**src/rtl/mem_io_bus.sv**
```systemverilog
// mem_io_bus: memory/I-O decode behind a single-cycle MIPS datapath.
// Routes the datapath's memaddr and writedata to data RAM, the write-only screen buffer,
// or an I/O bank. The I/O bank holds a keyboard FIFO, an LED register and a cycle counter.
// The readmem value is returned combinationally in the same cycle.
// Ports:
//   clk, reset_n                 clock, asynchronous active-low reset
//   memaddr, writedata           byte address and store data from the datapath
//   memwrite, memread            store and load strobes
//   readmem                      combinational load data
//   dmem_addr/we/wdata/rdata     data RAM port (asynchronous read)
//   scr_addr/we/wdata            screen buffer write port
//   kb_valid, kb_code            keyboard scan-code input
//   leds                         LED register
module mem_io_bus #(
  parameter int unsigned DMEM_AW  = 10,
  parameter int unsigned SCR_AW   = 12,
  parameter int unsigned KB_DEPTH = 8
) (
  input  logic                clk,
  input  logic                reset_n,
  input  logic [31:0]         memaddr,
  input  logic [31:0]         writedata,
  input  logic                memwrite,
  input  logic                memread,
  output logic [31:0]         readmem,
  output logic [DMEM_AW-1:0]  dmem_addr,
  output logic                dmem_we,
  output logic [31:0]         dmem_wdata,
  input  logic [31:0]         dmem_rdata,
  output logic [SCR_AW-1:0]   scr_addr,
  output logic                scr_we,
  output logic [31:0]         scr_wdata,
  input  logic                kb_valid,
  input  logic [7:0]          kb_code,
  output logic [15:0]         leds
);

  localparam int unsigned PW = (KB_DEPTH > 2) ? $clog2(KB_DEPTH) : 1;
  localparam int unsigned CW = PW + 1;

  localparam logic [2:0] OFF_KBSTAT = 3'd0;
  localparam logic [2:0] OFF_KBDATA = 3'd1;
  localparam logic [2:0] OFF_LED    = 3'd2;
  localparam logic [2:0] OFF_CYCLES = 3'd3;
  localparam logic [2:0] OFF_KBPEEK = 3'd4;

  // Region decode on the top nibble
  logic       sel_dmem, sel_scr, sel_io;
  logic [2:0] io_off;
  logic       io_wr, io_rd;

  assign sel_dmem = (memaddr[31:28] == 4'h1);
  assign sel_scr  = (memaddr[31:28] == 4'h2);
  assign sel_io   = (memaddr[31:28] == 4'h3);
  assign io_off   = memaddr[4:2];
  assign io_wr    = memwrite & sel_io;
  assign io_rd    = memread & sel_io;

  // Pass-through RAM and screen ports
  assign dmem_addr  = memaddr[DMEM_AW+1:2];
  assign dmem_we    = memwrite & sel_dmem;
  assign dmem_wdata = writedata;
  assign scr_addr   = memaddr[SCR_AW+1:2];
  assign scr_we     = memwrite & sel_scr;
  assign scr_wdata  = writedata;

  // Keep the whole address visibly consumed for every parameter choice
  logic unused_addr_bits;
  assign unused_addr_bits = ^memaddr;

  // Keyboard FIFO state
  logic [7:0]    kb_mem [KB_DEPTH];
  logic [PW-1:0] wr_ptr, rd_ptr;
  logic [CW-1:0] kb_count;
  logic          kb_ovf;
  logic [31:0]   cycles;

  logic       kb_empty, kb_full, kb_pop, kb_push, kb_drop;
  logic [7:0] kb_head;

  assign kb_empty = (kb_count == '0);
  assign kb_full  = (kb_count == CW'(KB_DEPTH));
  // Popping an empty FIFO is a no-op; a pop frees a slot for a same-cycle push
  assign kb_pop   = io_rd & (io_off == OFF_KBDATA) & ~kb_empty;
  assign kb_push  = kb_valid & (~kb_full | kb_pop);
  assign kb_drop  = kb_valid & kb_full & ~kb_pop;
  assign kb_head  = kb_mem[rd_ptr];

  // FIFO storage, needs no reset since count gates every read
  always_ff @(posedge clk) begin
    if (kb_push) kb_mem[wr_ptr] <= kb_code;
  end

  // Pointers, count, overflow, LEDs and cycle counter
  always_ff @(posedge clk or negedge reset_n) begin
    if (!reset_n) begin
      wr_ptr   <= '0;
      rd_ptr   <= '0;
      kb_count <= '0;
      kb_ovf   <= 1'b0;
      leds     <= '0;
      cycles   <= '0;
    end else begin
      if (kb_push) wr_ptr <= wr_ptr + PW'(1);
      if (kb_pop)  rd_ptr <= rd_ptr + PW'(1);
      case ({kb_push, kb_pop})
        2'b10:   kb_count <= kb_count + CW'(1);
        2'b01:   kb_count <= kb_count - CW'(1);
        default: kb_count <= kb_count;
      endcase
      // A dropped code outranks a same-cycle clear
      if (kb_drop)                           kb_ovf <= 1'b1;
      else if (io_wr && io_off == OFF_KBSTAT) kb_ovf <= 1'b0;
      if (io_wr && io_off == OFF_LED) leds <= writedata[15:0];
      if (io_wr && io_off == OFF_CYCLES) cycles <= writedata;
      else                               cycles <= cycles + 32'd1;
    end
  end

  // Combinational read mux
  logic [31:0] kbstat_word, kbdata_word;
  assign kbstat_word = {16'h0, 8'(kb_count), 5'b0, kb_ovf, kb_full, ~kb_empty};
  assign kbdata_word = kb_empty ? 32'h0 : {24'h0, kb_head};

  always_comb begin
    readmem = 32'h0;
    if (memread) begin
      if (sel_dmem) begin
        readmem = dmem_rdata;
      end else if (sel_io) begin
        case (io_off)
          OFF_KBSTAT: readmem = kbstat_word;
          OFF_KBDATA: readmem = kbdata_word;
          OFF_LED:    readmem = {16'h0, leds};
          OFF_CYCLES: readmem = cycles;
          OFF_KBPEEK: readmem = kbdata_word;
          default:    readmem = 32'h0;
        endcase
      end
    end
  end

endmodule

```
**config.mk**
```make
export PLATFORM = sky130hd
export DESIGN_NAME = mem_io_bus
export DESIGN_NICKNAME = d
export VERILOG_FILES = /design/src/rtl/mem_io_bus.sv
export SDC_FILE = /design/constraint.sdc
export NUM_CORES = 1
export LEC_CHECK = 0
export ABC_AREA = 1
export CORE_MARGIN = 8
export CORE_UTILIZATION = 47
export CTS_CLUSTER_SIZE = 30
export DETAILED_ROUTE_END_ITERATION = 10
export GPL_TIMING_DRIVEN = 0
export PLACE_DENSITY = 0.94
export SYNTH_ARGS = -nofsm -noshare
export SYNTH_HDL_FRONTEND = slang
export SYNTH_SLANG_ARGS = --single-unit
```
**constraint.sdc**
```tcl
create_clock -name clk -period 2.05 [get_ports clk]
set_input_delay 0.3075 -clock clk [delete_from_list [all_inputs] [get_ports clk]]
set_output_delay 0.3075 -clock clk [all_outputs]
set_load 0.05 [all_outputs]
```
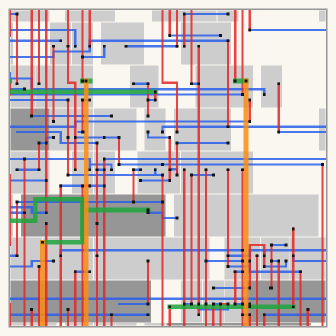
Fig. 1. Close-up of the layout (run 1).
Window x 95 to 115, y 95 to 115 um. Cells in grey, sequential cells in the stronger grey; small squares are vias.
| colour | layer |
|---|---|
| orange | metal 4 |
| red | metal 2 |
| blue | metal 1 |
| green | metal 3 |
netlist names of flops here include: cycles (2), leds (1)
sequential cells in the window: 3
most frequent: nand2_1 (5), clkdlybuf4s50_1 (4)
cells with their middle in the window: 31

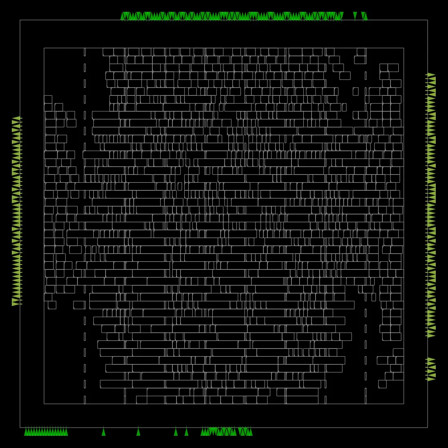
Fig. 2. Placed standard cells (run 1).
core area: 0.0151 mm^2
tap cells: 188
filler instances: 1010
post-layout util: 0.731
Seq/total area: 0.308

==> flow_metrics.py, run 1 <==
# Generated from Yosys and OpenROAD reports
metrics = {
    "pwr": {
        "power_switching_mw": 3.53,
        "cellLeakagePower_nw": 4.98,
        "power_leader": "registers",
        "power_mw": 9.80,
        "p_per_area_mw_per_mm2": 885,
        "combinationalPowerShare": 0.339,
    },
    "synthesis": {
        "synth-compound-area-share": 0.0999,
        "edf_count": 64,
        "fp_nets": 994,
        "yosysTopAreaCellShare": 0.265,
        "most_common_cell": "nand2_1",
        "avgSynthCellArea_um2": 8.23,
        "async_reset_ff_frac": 0.480,
        "ys_top_cells_by_count": "nand2_1, nor2_1, buf_4, edfxtp_1, inv_1",
        "yosys_warnings": 0,
    },
    "drt": {
        "vias_per_cell": 5.59,
        "dr.pass1.iters": 7,
        "met3_wirelength_um": 3470,
        "totalWireLength_um": 27000,
        "wl_per_cell_um": 19.9,
    },
    "floorplan": {
        "die_y_um": 140,
        "initial_utilization": 0.479,
        "rows": 45,
    },
    "final_layout": {
        "drive_above_1_share": 0.269,
        "regMostFlops": "kb_mem",
        "layout_top_cell": "nand2_1",
    },
    "cts": {
        "cts_tree": "done",
        "numCtsBuffers": 17,
        "root_buffer": "clkbuf_16",
        "cts_sinks": 123,
        "cts_resized": 360,
        "htree_levels": 4,
    },
    "sta": {
        "hold_violations": 5,
        "fin_skew_ns": 0.00829,
        "worst_slew_pin_slew_ns": 0.859,
        "post-route-min-period_ns": 2.50,
        "setup_violations": 18,
        "timing.hold.ws_ns": -0.00602,
        "fin_ws_ns": -0.450,
    },
    "critical_path": {
        "reg2regPathDepth": 9,
        "crit_start": "rd_ptr[0]",
        "r2r_start": "kb_count[0]",
        "crit_required_ns": 1.74,
        "path_max_fanout": 5,
        "r2r_slack_ns": 0.07,
    },
    "run_status": {
        "violations": "hold timing, setup timing",
        "outcome": "complete, but fails checks",
    },
    "grt": {
        "antenna_found_initial": 1,
        "gr-total-overflow": 0,
        "busiest_layer": "met2",
        "grt_pass1_vias": 7262,
        "use_met1": 0.315,
        "grt_pass1_wl_um": 39500,
    },
    "placed_design": {
        "place_area_mm2": 0.00978,
        "place_inst": 1289,
        "gp_congestion": 0.959,
    },
    "flow_run": {
        "warnings": 44,
    },
}
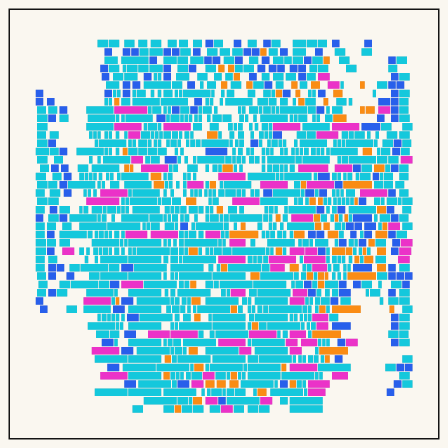
Fig. 3. Cells by drive strength (run 1).
| colour | size | cells |
|---|---|---|
| orange | _2 cells | 92 |
| blue | _3 and _4 cells | 153 |
| magenta | _6 and larger | 68 |
| cyan | _0 and _1 cells | 851 |
PnR worst setup slack: -0.450 ns
non-clock buffer total of the final layout: 367
final cell area excluding filler cells: 0.0111 mm^2
Layout area overhead: 52.7%

-- run 1: worst max-delay path: stages, from the launching register on --
cell	delay, ns
dfrtp_2	0.41
buf_4	0.15
buf_8	0.13
nor2_2	0.04
nor2_1	0.13
o21ai_1	0.12
o211ai_1	0.16
nand3_1	0.14
nand2_1	0.10
nand2_2	0.06
a21oi_2	0.13
buf_6	0.18
-- run 1: logic make-up after synthesis --
family,count (synthesis)
adders and majority gates,4
buffers and inverters,187
and+or+nand+nor,412
xor gates and xnor gates,30
AOI/OAI and AO/OA,125
DFF,123
-- run 1: layout make-up --
type	count	share of cell area
flip-flops and latches	123	0.308
repair buffers	252	0.226
plain buffers	115	0.0849
clock inverters	9	0.0101
diodes	1	0.000226
well taps	188	0.0212
multi-input cells	571	0.279
inverters	71	0.0270
clock buffers	23	0.0442
## Run 2: what changed since run 1
Settings changed: ABC_AREA 1 to not set, CORE_MARGIN 8 to 5, CORE_UTILIZATION 47 to 46, PLACE_DENSITY 0.94 to 0.93.
Clock period 2.05 ns to 2.4 ns, I/O delays scaled along.
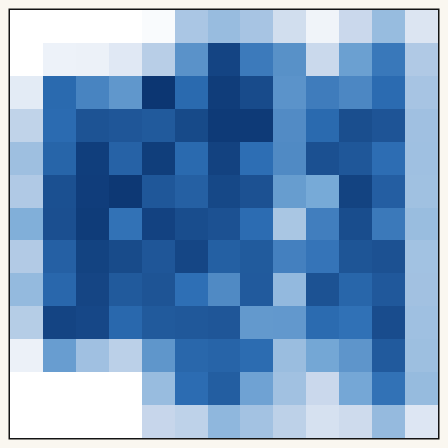
Fig. 4. Local utilization (run 2).
13 x 13 tiles, from white (low) to dark blue (high), 0 to 100% covered.
nearly empty tiles: 7.7%
fullest tile: 98%
emptiest ninth of the die: bottom left
tiles over 75% full: 44%

==> run 2 against run 1 <==
The flow finishes with violations (setup timing). First-iteration DRC count is 61% lower. Register-to-register slack better by 0.15 ns. Flip-flop count stayed put. Synthesized cell count is 30% lower. Worst setup slack better by 0.37 ns.
==> flow_metrics.py, run 2 <==
# Generated from Yosys and OpenROAD reports
metrics = {
    "flow_run": {
        "warnings": 45,
    },
    "grt": {
        "gr-total-overflow": 0,
        "grt_pass1_vias": 5887,
        "antenna_found_initial": 1,
        "grt_pass1_wl_um": 32800,
    },
    "pwr": {
        "cellLeakagePower_nw": 4.20,
        "power_switching_mw": 2.60,
        "power_mw": 8.21,
        "p_per_area_mw_per_mm2": 783,
        "power_leader": "registers",
    },
    "sta": {
        "post-route-min-period_ns": 2.48,
        "worst_slew_pin_slew_ns": 0.788,
        "timing.hold.ws_ns": 0.0274,
        "fin_ws_ns": -0.0786,
        "setup_violations": 1,
        "fin_skew_ns": 0.00688,
        "max_freq_mhz": 403,
        "maxSlewViolCount": 0,
    },
    "synthesis": {
        "yosysTopAreaCellShare": 0.276,
        "most_common_cell": "buf_4",
        "async_reset_ff_frac": 0.480,
        "top_area_cell": "edfxtp_1",
        "edf_count": 64,
        "avgSynthCellArea_um2": 11.3,
        "ys_top_cells_by_count": "buf_4, edfxtp_1, dfrtp_1, nor2_1, a21oi_1",
        "yosys_warnings": 0,
        "ys_cells": 617,
        "fp_nets": 730,
    },
    "critical_path": {
        "cp.buffers_inverters": 2,
        "crit_start": "rd_ptr[0]",
        "cp_slowest_stage_delay_ns": 0.49,
        "cpMaxStageDelayCell": "mux4_2",
        "crit_path_end_kind": "primary output",
        "crit_required_ns": 2.04,
        "crit_family": "AND-OR/OR-AND gates",
        "r2r_start": "kb_count[1]",
        "worst-path-stages": 6,
        "r2r_slack_ns": 0.22,
        "reg2regPathDepth": 9,
        "crit_chain": "buf_8 > mux4_2 > o2111a_1 > o21ai_2 > a21boi_2 > buf_6",
    },
    "drt": {
        "vias_per_cell": 5.35,
        "wl_per_cell_um": 20.4,
        "dr.pass1.iters": 7,
        "drt_iter0_drc": 345,
        "totalWireLength_um": 22000,
    },
    "final_layout": {
        "drive_above_1_share": 0.332,
        "fin_cells": 1077,
        "flop-count": 123,
        "seq_share": 0.324,
        "fillerInstances": 1043,
        "layout.nonclk_buf_frac": 0.307,
        "fin_util": 0.698,
        "diodes": 0,
        "inv_count": 9,
        "largest_registers": "kb_mem (64), cycles (32), leds (16)",
        "comb_share": 0.281,
        "clkCellAreaFrac": 0.0617,
        "nClkBuffers": 18,
        "stdcell_area_mm2": 0.0105,
        "regMostFlops": "kb_mem",
        "final_nets": 989,
        "layout_top_cell": "clkdlybuf4s50_1",
        "comb_cells": 365,
    },
    "placed_design": {
        "place_inst": 1024,
        "place_area_mm2": 0.00948,
        "gp_congestion": 0.860,
    },
    "run_status": {
        "outcome": "complete, but fails checks",
        "violations": "setup timing",
    },
    "cts": {
        "htree_levels": 4,
        "root_buffer": "clkbuf_16",
        "numCtsBuffers": 17,
        "cts_tree": "done",
        "cts_resized": 254,
        "cts_sinks": 123,
    },
    "floorplan": {
        "initial_utilization": 0.464,
        "die_y_um": 133,
        "fp.coreArea_mm2": 0.0150,
        "taps": 188,
        "rows": 45,
    },
}
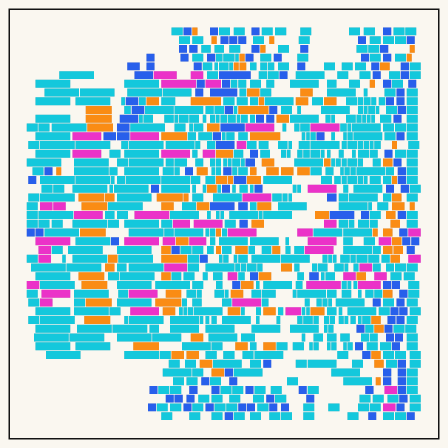
Fig. 5. Cells by drive strength (run 2).
| colour | size | cells |
|---|---|---|
| orange | _2 cells | 103 |
| cyan | _0 and _1 cells | 594 |
| magenta | _6 and larger | 50 |
| blue | _3 and _4 cells | 142 |
Layout area overhead: 50.4%
non-clock buffer total of the final layout: 360
PnR worst setup slack: -0.0786 ns

run 2: layer usage:
| layer | track usage | part of all wire | vias to the layer above |
|---|---|---|---|
| li1 | - | - | 2644 |
| met1 | 0.275 | 0.38 | 2806 |
| met2 | 0.437 | 0.54 | 283 |
| met3 | 0.0638 | 0.072 | 32 |
| met4 | 0.0594 | 0.014 | 2 |
| met5 | 0 | 0.00050 | - |
run 2: cells by family (layout without fill, tap and decap cells):
family                     count (synthesis)  in the layout  share of synthesized area
and+or+nand+nor                          173            173                      0.135
muxes                                     61             61                      0.119
xor gates and xnor gates                  38             38                     0.0477
AOI/OAI and AO/OA                         89             89                     0.0813
buffers and inverters                    129            401                      0.122
adders and majority gates                  4              4                    0.00718
DFF                                      123            123                      0.487
## Run 3: what changed since run 2
Settings changed: CTS_CLUSTER_DIAMETER set to 80.
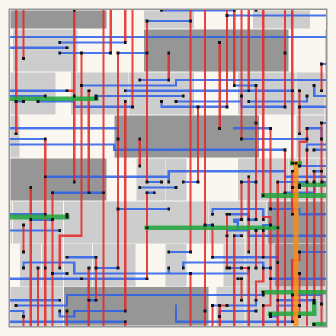
Fig. 6. Close-up of the layout (run 3).
Window x 90 to 110, y 90 to 110 um. Cells in grey, sequential cells in the stronger grey; small squares are vias.
| colour | layer |
|---|---|
| blue | metal 1 |
| green | metal 3 |
| red | metal 2 |
| orange | metal 4 |
netlist names of flops here include: cycles (3), leds (1)
cells with their middle in the window: 30
sequential cells in the window: 4
most frequent: a21oi_1 (4), nor2_1 (4), dfrtp_1 (4)

==> run 3 against run 2 <==
The flow still finishes with violations (setup timing). Area after synthesis stayed put. Core utilization stayed put. First-iteration DRC count stayed put. Non-clock buffer count stayed put. Highest routed layer unchanged.
==> flow_metrics.py, run 3 <==
# Generated from Yosys and OpenROAD reports
metrics = {
    "drt": {
        "wl_per_cell_um": 20.4,
        "drt_iter0_drc": 345,
        "dr.pass1.iters": 7,
        "vias_per_cell": 5.35,
    },
    "critical_path": {
        "cp.buffers_inverters": 2,
        "crit_start": "rd_ptr[0]",
        "reg2regPathDepth": 9,
        "r2r_slack_ns": 0.22,
        "r2r_start": "kb_count[1]",
        "cp_slowest_stage_delay_ns": 0.49,
        "worst-path-stages": 6,
        "crit_family": "AND-OR/OR-AND gates",
        "start_kind": "register",
        "crit_required_ns": 2.04,
        "cpMaxStageDelayCell": "mux4_2",
        "path_max_fanout": 3,
        "crit_path_end_kind": "primary output",
    },
    "sta": {
        "hold_violations": 0,
        "fin_skew_ns": 0.00688,
        "rsz0062_at_grt": "yes",
        "worst_slew_pin_slew_ns": 0.788,
        "post-route-min-period_ns": 2.48,
        "timing.hold.ws_ns": 0.0274,
        "maxSlewViolCount": 0,
        "setup_violations": 1,
        "fin_ws_ns": -0.0786,
    },
    "floorplan": {
        "initial_utilization": 0.464,
        "fp.coreArea_mm2": 0.0150,
        "rows": 45,
    },
    "final_layout": {
        "final_nets": 989,
        "diodes": 0,
        "stdcell_area_mm2": 0.0105,
        "largest_registers": "kb_mem (64), cycles (32), leds (16)",
        "layout_top_cell": "clkdlybuf4s50_1",
        "fin_cells": 1077,
        "fin_util": 0.698,
        "synthToLayoutAreaGrowth_pct": 50.4,
        "regMostFlops": "kb_mem",
        "drive_above_1_share": 0.332,
    },
    "placed_design": {
        "place_area_mm2": 0.00948,
        "place_inst": 1024,
    },
    "run_status": {
        "violations": "setup timing",
        "outcome": "complete, but fails checks",
    },
    "synthesis": {
        "most_common_cell": "buf_4",
        "fp_nets": 730,
        "ys_cells": 617,
        "avgSynthCellArea_um2": 11.3,
        "mux_area_frac": 0.119,
        "synthTopLogicFamily": "simple AND/OR/NAND/NOR gates",
        "synthSimpleGateAreaFrac": 0.135,
        "ys_top_cells_by_count": "buf_4, edfxtp_1, dfrtp_1, nor2_1, a21oi_1",
        "synth-compound-area-share": 0.0813,
        "synthAdderAreaFrac": 0.00718,
        "ys_sh_xor": 0.0477,
        "yosysTopAreaCellShare": 0.276,
        "edf_count": 64,
        "yosys_warnings": 0,
        "top_area_cell": "edfxtp_1",
        "async_reset_ff_frac": 0.480,
    },
    "cts": {
        "cts_tree": "done",
        "cts_sinks": 123,
        "htree_levels": 4,
        "root_buffer": "clkbuf_16",
        "numCtsBuffers": 17,
    },
    "grt": {
        "antenna_found_initial": 1,
        "grt_pass1_wl_um": 32800,
        "gr-total-overflow": 0,
    },
    "pwr": {
        "cellLeakagePower_nw": 4.20,
        "power_switching_mw": 2.60,
        "combinationalPowerShare": 0.286,
        "power_leader": "registers",
        "p_per_area_mw_per_mm2": 783,
        "power_mw": 8.21,
    },
    "flow_run": {
        "warnings": 45,
    },
}
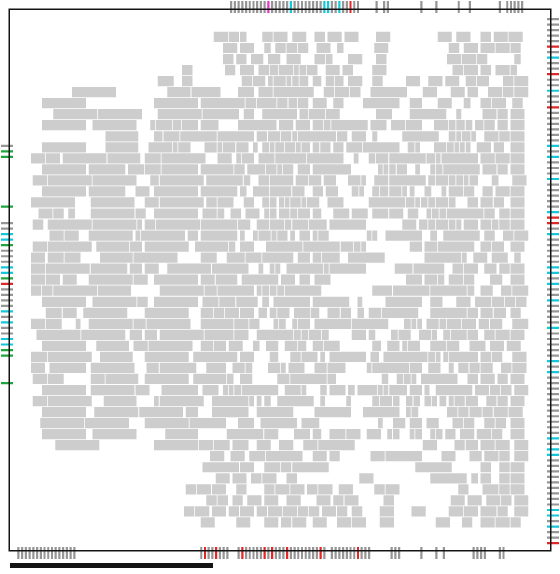
Fig. 7. Pin map (run 3).
The bar under the picture is 50 um long. Pins as bars across the die edge, other pins in grey.
| colour | port | pins | direction | edge |
|---|---|---|---|---|
| magenta | kb_valid | 1 | input | top |
| red | leds | 16 | output | 8 bottom, 6 right, 1 top, 1 left |
| cyan | dmem_rdata | 32 | input | 20 right, 8 left, 4 top |
| green | kb_code | 8 | input | left |
all pins by edge: 96 right, 71 bottom, 48 top, 30 left
PortBufs: 218
height of the die: 133 um

[run 3: cell counts after synthesis]
Identical to the previous run, type by type.
[run 3: what timing repair did]
action                                  in CTS  in global routing
cloned                                       0                  1
gates resized                              254                 38
endpoints found under the setup margin     121                 89
buffers inserted                            10                 13
pin swaps                                    9                 11
[run 3: area by class of cell]
class                           instances  area, um^2
Buffer                                117         893
Clock buffer                           18         429
Clock inverter                         14         218
Fill cell                            1043        4550
Inverter                                9        33.8
Multi-Input combinational cell        365        2950
Sequential cell                       123        3400
Tap cell                              188         235
Timing Repair Buffer                  243        2330
[run 3: routing by layer]
metal  vias up  wire, um  track usage
met5         -        11            0
li1       2644         -            -
met3        32      1570       0.0638
met2       283     11800        0.437
met1      2806      8280        0.275
met4         2       301       0.0594
Power and IR drop assume default switching activity.
